===== src/rtl/fir_sparse_tdm_q15_pkg.sv =====
// Shared constants, FSM encoding and small helpers for the sparse TDM Q15 FIR.
package fir_pkg;

    // Default geometry; the top-level parameters take these as their defaults.
    localparam int FIR_L      = 31;
    localparam int FIR_NZ     = 24;
    localparam int FIR_CH     = 2;
    localparam int FIR_IN_W   = 16;
    localparam int FIR_COEF_W = 16;
    localparam int FIR_ACC_W  = 40;
    localparam int FIR_OUT_W  = 16;
    localparam int FIR_FRAC   = 15;
    localparam int FIR_PROD_W = FIR_IN_W + FIR_COEF_W;

    // Controller states.
    typedef enum logic [1:0] {
        IDLE  = 2'd0,
        MAC   = 2'd1,
        ROUND = 2'd2,
        OUT   = 2'd3
    } fir_state_e;

    // Index width for n entries; never returns zero so a 1-entry table still has a port bit.
    function automatic int fir_clog2(input int n);
        int r;
        if (n <= 1) begin
            r = 1;
        end else begin
            r = $clog2(n);
        end
        return r;
    endfunction

    // Half an LSB of the output grid, added before the arithmetic shift (round half up).
    function automatic longint fir_round_half(input int frac);
        return 64'sd1 <<< (frac - 1);
    endfunction

    localparam longint ROUND_HALF = fir_round_half(FIR_FRAC);

    // Sign-extend a full-precision product into the accumulator width.
    function automatic logic signed [FIR_ACC_W-1:0] sext_prod(
        input logic signed [FIR_PROD_W-1:0] p
    );
        return {{(FIR_ACC_W - FIR_PROD_W){p[FIR_PROD_W-1]}}, p};
    endfunction

endpackage


===== src/rtl/fir_sparse_tdm_q15_round_sat.sv =====
// Combinational round-half-up, arithmetic shift by FRAC and saturation to OUT_W.
// The sum is formed one bit wider than the accumulator so the rounding offset
// can never wrap a large positive accumulator into a negative result.
module fir_round_sat
    import fir_pkg::*;
#(
    parameter int ACC_W = FIR_ACC_W,
    parameter int OUT_W = FIR_OUT_W,
    parameter int FRAC  = FIR_FRAC
) (
    input  logic signed [ACC_W-1:0] acc_i,
    output logic signed [OUT_W-1:0] out_o,
    output logic                    sat_o
);

    localparam int SUM_W = ACC_W + 1;
    localparam logic signed [SUM_W-1:0] HALF_S = SUM_W'(fir_round_half(FRAC));
    localparam logic signed [SUM_W-1:0] MAX_S  = SUM_W'((64'sd1 <<< (OUT_W - 1)) - 64'sd1);
    localparam logic signed [SUM_W-1:0] MIN_S  = ~MAX_S;

    logic signed [SUM_W-1:0] sum_s;
    logic signed [SUM_W-1:0] shr_s;

    // Round, shift, then clip into the signed OUT_W range and flag any clipping.
    always_comb begin
        sum_s = {acc_i[ACC_W-1], acc_i} + HALF_S;
        shr_s = sum_s >>> FRAC;
        if (shr_s > MAX_S) begin
            out_o = MAX_S[OUT_W-1:0];
            sat_o = 1'b1;
        end else if (shr_s < MIN_S) begin
            out_o = MIN_S[OUT_W-1:0];
            sat_o = 1'b1;
        end else begin
            out_o = shr_s[OUT_W-1:0];
            sat_o = 1'b0;
        end
    end

endmodule


===== src/rtl/fir_sparse_tdm_q15.sv =====
// Pruned Q15 FIR shared by CH time-multiplexed channels. Each channel owns a
// circular delay line of L samples; all channels share one sparse table of NZ
// (tap, coefficient) entries and a single MAC that walks the table one entry
// per cycle. Results are rounded/saturated and handed off with valid/ready.
module fir_sparse_tdm_q15
    import fir_pkg::*;
#(
    parameter  int L      = FIR_L,
    parameter  int NZ     = FIR_NZ,
    parameter  int CH     = FIR_CH,
    parameter  int IN_W   = FIR_IN_W,
    parameter  int COEF_W = FIR_COEF_W,
    parameter  int ACC_W  = FIR_ACC_W,
    parameter  int OUT_W  = FIR_OUT_W,
    parameter  int FRAC   = FIR_FRAC,
    localparam int CH_W   = fir_clog2(CH),
    localparam int ADDR_W = fir_clog2(NZ),
    localparam int TAP_W  = fir_clog2(L)
) (
    input  logic                     clk,
    input  logic                     rst_n,
    input  logic signed [IN_W-1:0]   data_in,
    input  logic [CH_W-1:0]          data_in_ch,
    input  logic                     data_in_valid,
    output logic                     data_in_ready,
    output logic signed [OUT_W-1:0]  data_out,
    output logic [CH_W-1:0]          data_out_ch,
    output logic                     data_out_sat,
    output logic                     data_out_valid,
    input  logic                     data_out_ready,
    input  logic                     cfg_we,
    input  logic [ADDR_W-1:0]        cfg_addr,
    input  logic [TAP_W-1:0]         cfg_tap,
    input  logic signed [COEF_W-1:0] cfg_coef,
    output logic                     cfg_err
);

    localparam int PROD_W = IN_W + COEF_W;

    // Controller state
    fir_state_e              state_q, state_d;
    logic [CH_W-1:0]         ch_q, ch_d;
    logic [ADDR_W-1:0]       k_q, k_d;
    logic signed [ACC_W-1:0] acc_q, acc_d;
    logic [TAP_W-1:0]        newest_q, newest_d;

    // Storage: per-channel delay lines and write pointers, shared sparse table
    logic signed [IN_W-1:0]   dline_q  [CH][L];
    logic [TAP_W-1:0]         wr_ptr_q [CH];
    logic [TAP_W-1:0]         tap_q    [NZ];
    logic signed [COEF_W-1:0] coef_q   [NZ];

    // Registered outputs
    logic signed [OUT_W-1:0] dout_q, dout_d;
    logic [CH_W-1:0]         dout_ch_q, dout_ch_d;
    logic                    dout_sat_q, dout_sat_d;
    logic                    dout_valid_q, dout_valid_d;
    logic                    din_ready_q, din_ready_d;
    logic                    cfg_err_q, cfg_err_d;

    // Combinational helpers
    logic                     ch_ok_s;
    logic                     accept_s;
    logic                     cfg_ok_s;
    logic                     cfg_wr_s;
    logic [TAP_W-1:0]         cur_ptr_s;
    logic [TAP_W-1:0]         next_ptr_s;
    logic [TAP_W-1:0]         tap_s;
    logic [TAP_W-1:0]         rd_idx_s;
    logic signed [IN_W-1:0]   x_s;
    logic signed [COEF_W-1:0] c_s;
    logic signed [PROD_W-1:0] prod_s;
    logic signed [OUT_W-1:0]  rs_out_s;
    logic                     rs_sat_s;

    assign data_in_ready  = din_ready_q;
    assign data_out       = dout_q;
    assign data_out_ch    = dout_ch_q;
    assign data_out_sat   = dout_sat_q;
    assign data_out_valid = dout_valid_q;
    assign cfg_err        = cfg_err_q;

    fir_round_sat #(
        .ACC_W (ACC_W),
        .OUT_W (OUT_W),
        .FRAC  (FRAC)
    ) u_round_sat (
        .acc_i (acc_q),
        .out_o (rs_out_s),
        .sat_o (rs_sat_s)
    );

    // Write-pointer lookup and modulo-L advance for the channel being offered.
    always_comb begin
        ch_ok_s   = (int'(data_in_ch) < CH);
        cur_ptr_s = wr_ptr_q[data_in_ch];
        if (cur_ptr_s == TAP_W'(L - 1)) begin
            next_ptr_s = {TAP_W{1'b0}};
        end else begin
            next_ptr_s = cur_ptr_s + TAP_W'(1);
        end
    end

    // MAC operand fetch: sample that is tap[k] older than the newest one, modulo L.
    always_comb begin
        tap_s = tap_q[k_q];
        if (newest_q >= tap_s) begin
            rd_idx_s = newest_q - tap_s;
        end else begin
            rd_idx_s = newest_q + TAP_W'(L) - tap_s;
        end
        x_s    = dline_q[ch_q][rd_idx_s];
        c_s    = coef_q[k_q];
        prod_s = PROD_W'(x_s) * PROD_W'(c_s);
    end

    // Table writes are only honoured in IDLE with an in-range entry and tap.
    always_comb begin
        cfg_ok_s = (int'(cfg_addr) < NZ) && (int'(cfg_tap) < L);
        if (cfg_we && (state_q == IDLE) && cfg_ok_s) begin
            cfg_wr_s  = 1'b1;
            cfg_err_d = 1'b0;
        end else if (cfg_we) begin
            cfg_wr_s  = 1'b0;
            cfg_err_d = 1'b1;
        end else begin
            cfg_wr_s  = 1'b0;
            cfg_err_d = 1'b0;
        end
    end

    // Next-state and output logic for the accept / MAC / round / hand-off sequence.
    always_comb begin
        state_d      = state_q;
        ch_d         = ch_q;
        k_d          = k_q;
        acc_d        = acc_q;
        newest_d     = newest_q;
        dout_d       = dout_q;
        dout_ch_d    = dout_ch_q;
        dout_sat_d   = dout_sat_q;
        dout_valid_d = dout_valid_q;
        accept_s     = 1'b0;
        case (state_q)
            IDLE: begin
                // Samples addressed to a non-existent channel are silently dropped.
                if (data_in_valid && ch_ok_s) begin
                    accept_s = 1'b1;
                    ch_d     = data_in_ch;
                    newest_d = cur_ptr_s;
                    acc_d    = {ACC_W{1'b0}};
                    k_d      = {ADDR_W{1'b0}};
                    state_d  = MAC;
                end else begin
                    state_d  = IDLE;
                end
            end
            MAC: begin
                acc_d = acc_q + sext_prod(prod_s);
                if (k_q == ADDR_W'(NZ - 1)) begin
                    k_d     = {ADDR_W{1'b0}};
                    state_d = ROUND;
                end else begin
                    k_d     = k_q + ADDR_W'(1);
                    state_d = MAC;
                end
            end
            ROUND: begin
                dout_d       = rs_out_s;
                dout_ch_d    = ch_q;
                dout_sat_d   = rs_sat_s;
                dout_valid_d = 1'b1;
                state_d      = OUT;
            end
            OUT: begin
                // A sample offered during the hand-off cycle waits for IDLE.
                if (data_out_ready) begin
                    dout_valid_d = 1'b0;
                    state_d      = IDLE;
                end else begin
                    state_d      = OUT;
                end
            end
            default: begin
                state_d = IDLE;
            end
        endcase
        din_ready_d = (state_d == IDLE);
    end

    // Control and output registers.
    always_ff @(posedge clk or negedge rst_n) begin
        if (!rst_n) begin
            state_q      <= IDLE;
            ch_q         <= {CH_W{1'b0}};
            k_q          <= {ADDR_W{1'b0}};
            acc_q        <= {ACC_W{1'b0}};
            newest_q     <= {TAP_W{1'b0}};
            dout_q       <= {OUT_W{1'b0}};
            dout_ch_q    <= {CH_W{1'b0}};
            dout_sat_q   <= 1'b0;
            dout_valid_q <= 1'b0;
            din_ready_q  <= 1'b1;
            cfg_err_q    <= 1'b0;
        end else begin
            state_q      <= state_d;
            ch_q         <= ch_d;
            k_q          <= k_d;
            acc_q        <= acc_d;
            newest_q     <= newest_d;
            dout_q       <= dout_d;
            dout_ch_q    <= dout_ch_d;
            dout_sat_q   <= dout_sat_d;
            dout_valid_q <= dout_valid_d;
            din_ready_q  <= din_ready_d;
            cfg_err_q    <= cfg_err_d;
        end
    end

    // Delay-line, write-pointer and coefficient-table storage.
    always_ff @(posedge clk or negedge rst_n) begin
        if (!rst_n) begin
            for (int c = 0; c < CH; c++) begin
                wr_ptr_q[c] <= {TAP_W{1'b0}};
                for (int i = 0; i < L; i++) begin
                    dline_q[c][i] <= {IN_W{1'b0}};
                end
            end
            for (int e = 0; e < NZ; e++) begin
                tap_q[e]  <= {TAP_W{1'b0}};
                coef_q[e] <= {COEF_W{1'b0}};
            end
        end else begin
            if (accept_s) begin
                dline_q[data_in_ch][cur_ptr_s] <= data_in;
                wr_ptr_q[data_in_ch]           <= next_ptr_s;
            end
            if (cfg_wr_s) begin
                tap_q[cfg_addr]  <= cfg_tap;
                coef_q[cfg_addr] <= cfg_coef;
            end
        end
    end

endmodule


===== config.mk =====
export PLATFORM = sky130hd
export DESIGN_NAME = fir_sparse_tdm_q15
export DESIGN_NICKNAME = d
export VERILOG_FILES = /design/src/rtl/fir_sparse_tdm_q15_pkg.sv /design/src/rtl/fir_sparse_tdm_q15_round_sat.sv /design/src/rtl/fir_sparse_tdm_q15.sv
export SDC_FILE = /design/constraint.sdc
export NUM_CORES = 2
export LEC_CHECK = 0
export ABC_AREA = 1
export CAP_MARGIN = 20
export CORE_ASPECT_RATIO = 2
export CORE_MARGIN = 5
export CORE_UTILIZATION = 35
export DETAILED_ROUTE_END_ITERATION = 10
export GPL_ROUTABILITY_DRIVEN = 0
export PLACE_DENSITY = 0.59
export SLEW_MARGIN = 20
export SYNTH_ARGS = -nofsm -noshare
export SYNTH_HDL_FRONTEND = slang
export SYNTH_SLANG_ARGS = --single-unit

===== constraint.sdc =====
create_clock -name clk -period 12 [get_ports clk]
set_input_delay 1.2 -clock clk [delete_from_list [all_inputs] [get_ports clk]]
set_output_delay 1.2 -clock clk [all_outputs]
set_load 0.02 [all_outputs]

power_grid.png
Pins as bars on the die edge.
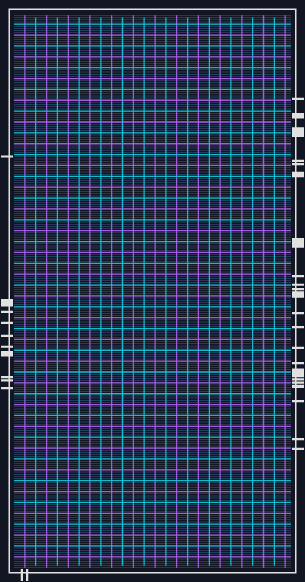
[VDD] cyan
[VSS] purple
met1 rails: 255
rows: 254
met5 straps: 50
met4 straps: 25

wires.png
(1 px per µm)
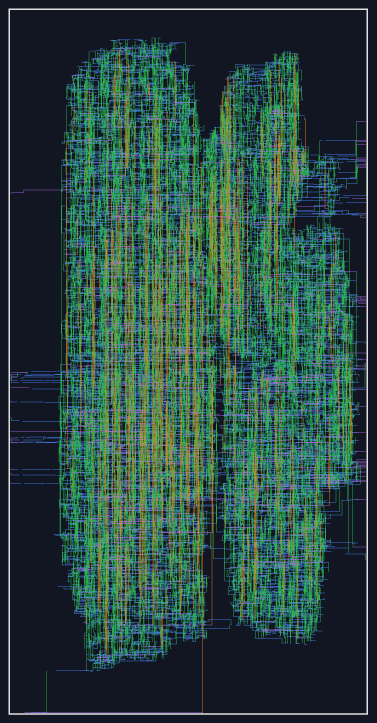
[metal 4] orange | wire length: 28.2 mm
[metal 2] green | wire length: 140 mm
[metal 1] blue | wire length: 103 mm
[metal 3] purple | wire length: 13,300 µm

clk_routes.png
(1 px per µm)
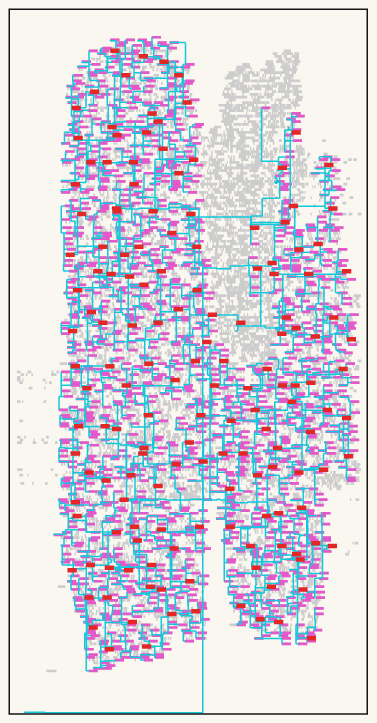
[flip-flops] magenta | count: 1,580
[clock drivers] red | count: 157
[clock wires] cyan | length: 21.3 mm
flops lie: spread over the die
routed clock nets: 158
Worst-Skew Late Latency: 0.84 ns

==> flow_summary.toml <==
# implementation run metrics
[clock_tree]
cts_tree = "yes"
numClockSinks = 1580
cts_resized = 0
htreeDepth = 4
clk_pin_slew_ns = 0.08
cts_root_buffer = "clkbuf_16"

[logic_synthesis]
ys_sh_xor = 0.00583
ys.flops = 1580
synthCells = 9971
synth-simple-area-share = 0.185
async_reset_ff_frac = 1.00
flop_cell = "dfrtp_1"
synth_nets = 10500
ys_chip_area_um2 = 84100
yosysTopAreaCell = "dfrtp_1"
yosys.stat.seqShare = 0.470
synth_area_um2 = 84100
ys_cells = 9971
synth_cell_types = 59
adder_share = 0.0980
yosys_warnings = 0
synth_top_area_share = 0.470

[drt]
remaining_drc_errors = 0
ant_nets = 0
num_vias = 69600
drt_iter0_drc = 6117
wl_um = 284000
dr.pass1.iters = 6
post_drt_wl_per_cell_um = 21.9

[global_routing]
met2_usage = 0.389
antenna_found_initial = 2
grt_pass1_vias = 70600
grt_pass1_wl_um = 432000
gr-total-overflow = 0

[sta]
fin_skew_ns = 0.0829
worst_slew_pin_slew_ns = 1.21
whs_ns = 0.337
setup_ws_ns = 0.547
max_freq_mhz = 87.3
rsz0062_at_grt = "no"
max-slew-margin-rel = 0.183
hold_viol = 0
fin_crit_sh = 0.954
setup_tns_ns = 0
final.min_clock_period_ns = 11.45

[finish]
layout_top_cell = "nand2_1"
seq_area_frac = 0.426
largest_register_ffs = 992
num-multi-input-gates = 7045
drive_gt1_frac = 0.0733
utilization = 0.388
nets = 10200
final-nonclk-buf-share = 0.0294
signal_buffers = 294
syn_to_final_growth_pct = 10.4
flop-count = 1580
regArea_um2 = 39600
sh_comb_area = 0.423
fin_area_um2 = 92900
fillers = 24100
clock_buffers = 218

[floorplan]
initCoreUtil = 0.351
fp.coreArea_um2 = 239000
floorplan.die_area_um2 = 251000
boundaryPins = 69
die_w_um = 357
rows = 254
taps = 3200

[placement]
dp_cells = 12700
place_area_um2 = 87600
dp_hpwl_um = 188000
port_buffers = 68
post-place-ws_ns = 0.619

[worst_setup_path]
cp_common_cell = "fa_1"
path_max_fanout = 86
crit_buf_inv = 9
required_ns = 12.68
rrSetupSlack_ns = 0.55
cp_slowest_stage_delay_ns = 0.62
worstReg2RegStart = "k_q[0]"
arrival_ns = 12.13
reg2reg_depth = 44
r2r_end = "acc_q[39]"
cpMaxStageDelayCell = "dfrtp_4"
critPathKind = "register to register"

[min_path]
hold_class = "primary input to asynchronous set/reset pin"

[run]
max_cap_violations = 0

[outcome]
status = "finished, final reports clean"
## how the worst max path moves through the flow
stage | startpoint | end | cells after the start
after detailed placement | k_q[0] | acc_q[39] | 43
after global routing | k_q[0] | acc_q[39] | 46
final | k_q[0] | acc_q[39] | 44
after CTS | k_q[0] | acc_q[39] | 43
after global placement | k_q[0] | acc_q[39] | 45
after floorplan | k_q[0] | acc_q[39] | 50
## Yosys cell counts (6+ instances only)
master	n
fa_1	333
buf_1	19
a221oi_1	52
o211ai_2	6
buf_4	28
dfrtp_1	1579
inv_2	17
o22ai_1	20
nand3_1	311
clkbuf_1	630
nand4_1	13
a32o_1	6
mux2i_1	32
o221ai_1	61
inv_1	549
nand2_4	6
or2_2	106
nand2_1	2345
o21ai_0	1884
o311ai_0	48
o311ai_1	33
nor3_1	44
o32ai_1	14
a31oi_1	6
a21oi_1	240
ha_1	126
nand2_2	16
nor2_2	35
xor2_1	38
xnor2_1	18
buf_6	18
o31ai_1	20
buf_2	78
o21ai_1	29
nor2_1	1001
o211ai_1	159
## cells by family after synthesis
group,after synthesis
buffers and inverters,1349
multiplexers,32
flip-flops,1580
adder cells (fa/ha/maj),459
AND-OR/OR-AND,2606
AND/OR/NAND/NOR,3889
XOR/XNOR,56
## layer usage
| layer | routed length (µm) | vias to the layer above | part of all wire |
|---|---|---|---|
| met5 | 0 | - | 0 |
| met4 | 28200 | 0 | 0.099 |
| met3 | 13300 | 858 | 0.047 |
| met2 | 140000 | 2494 | 0.49 |
| met1 | 103000 | 34200 | 0.36 |
| li1 | - | 32000 | - |
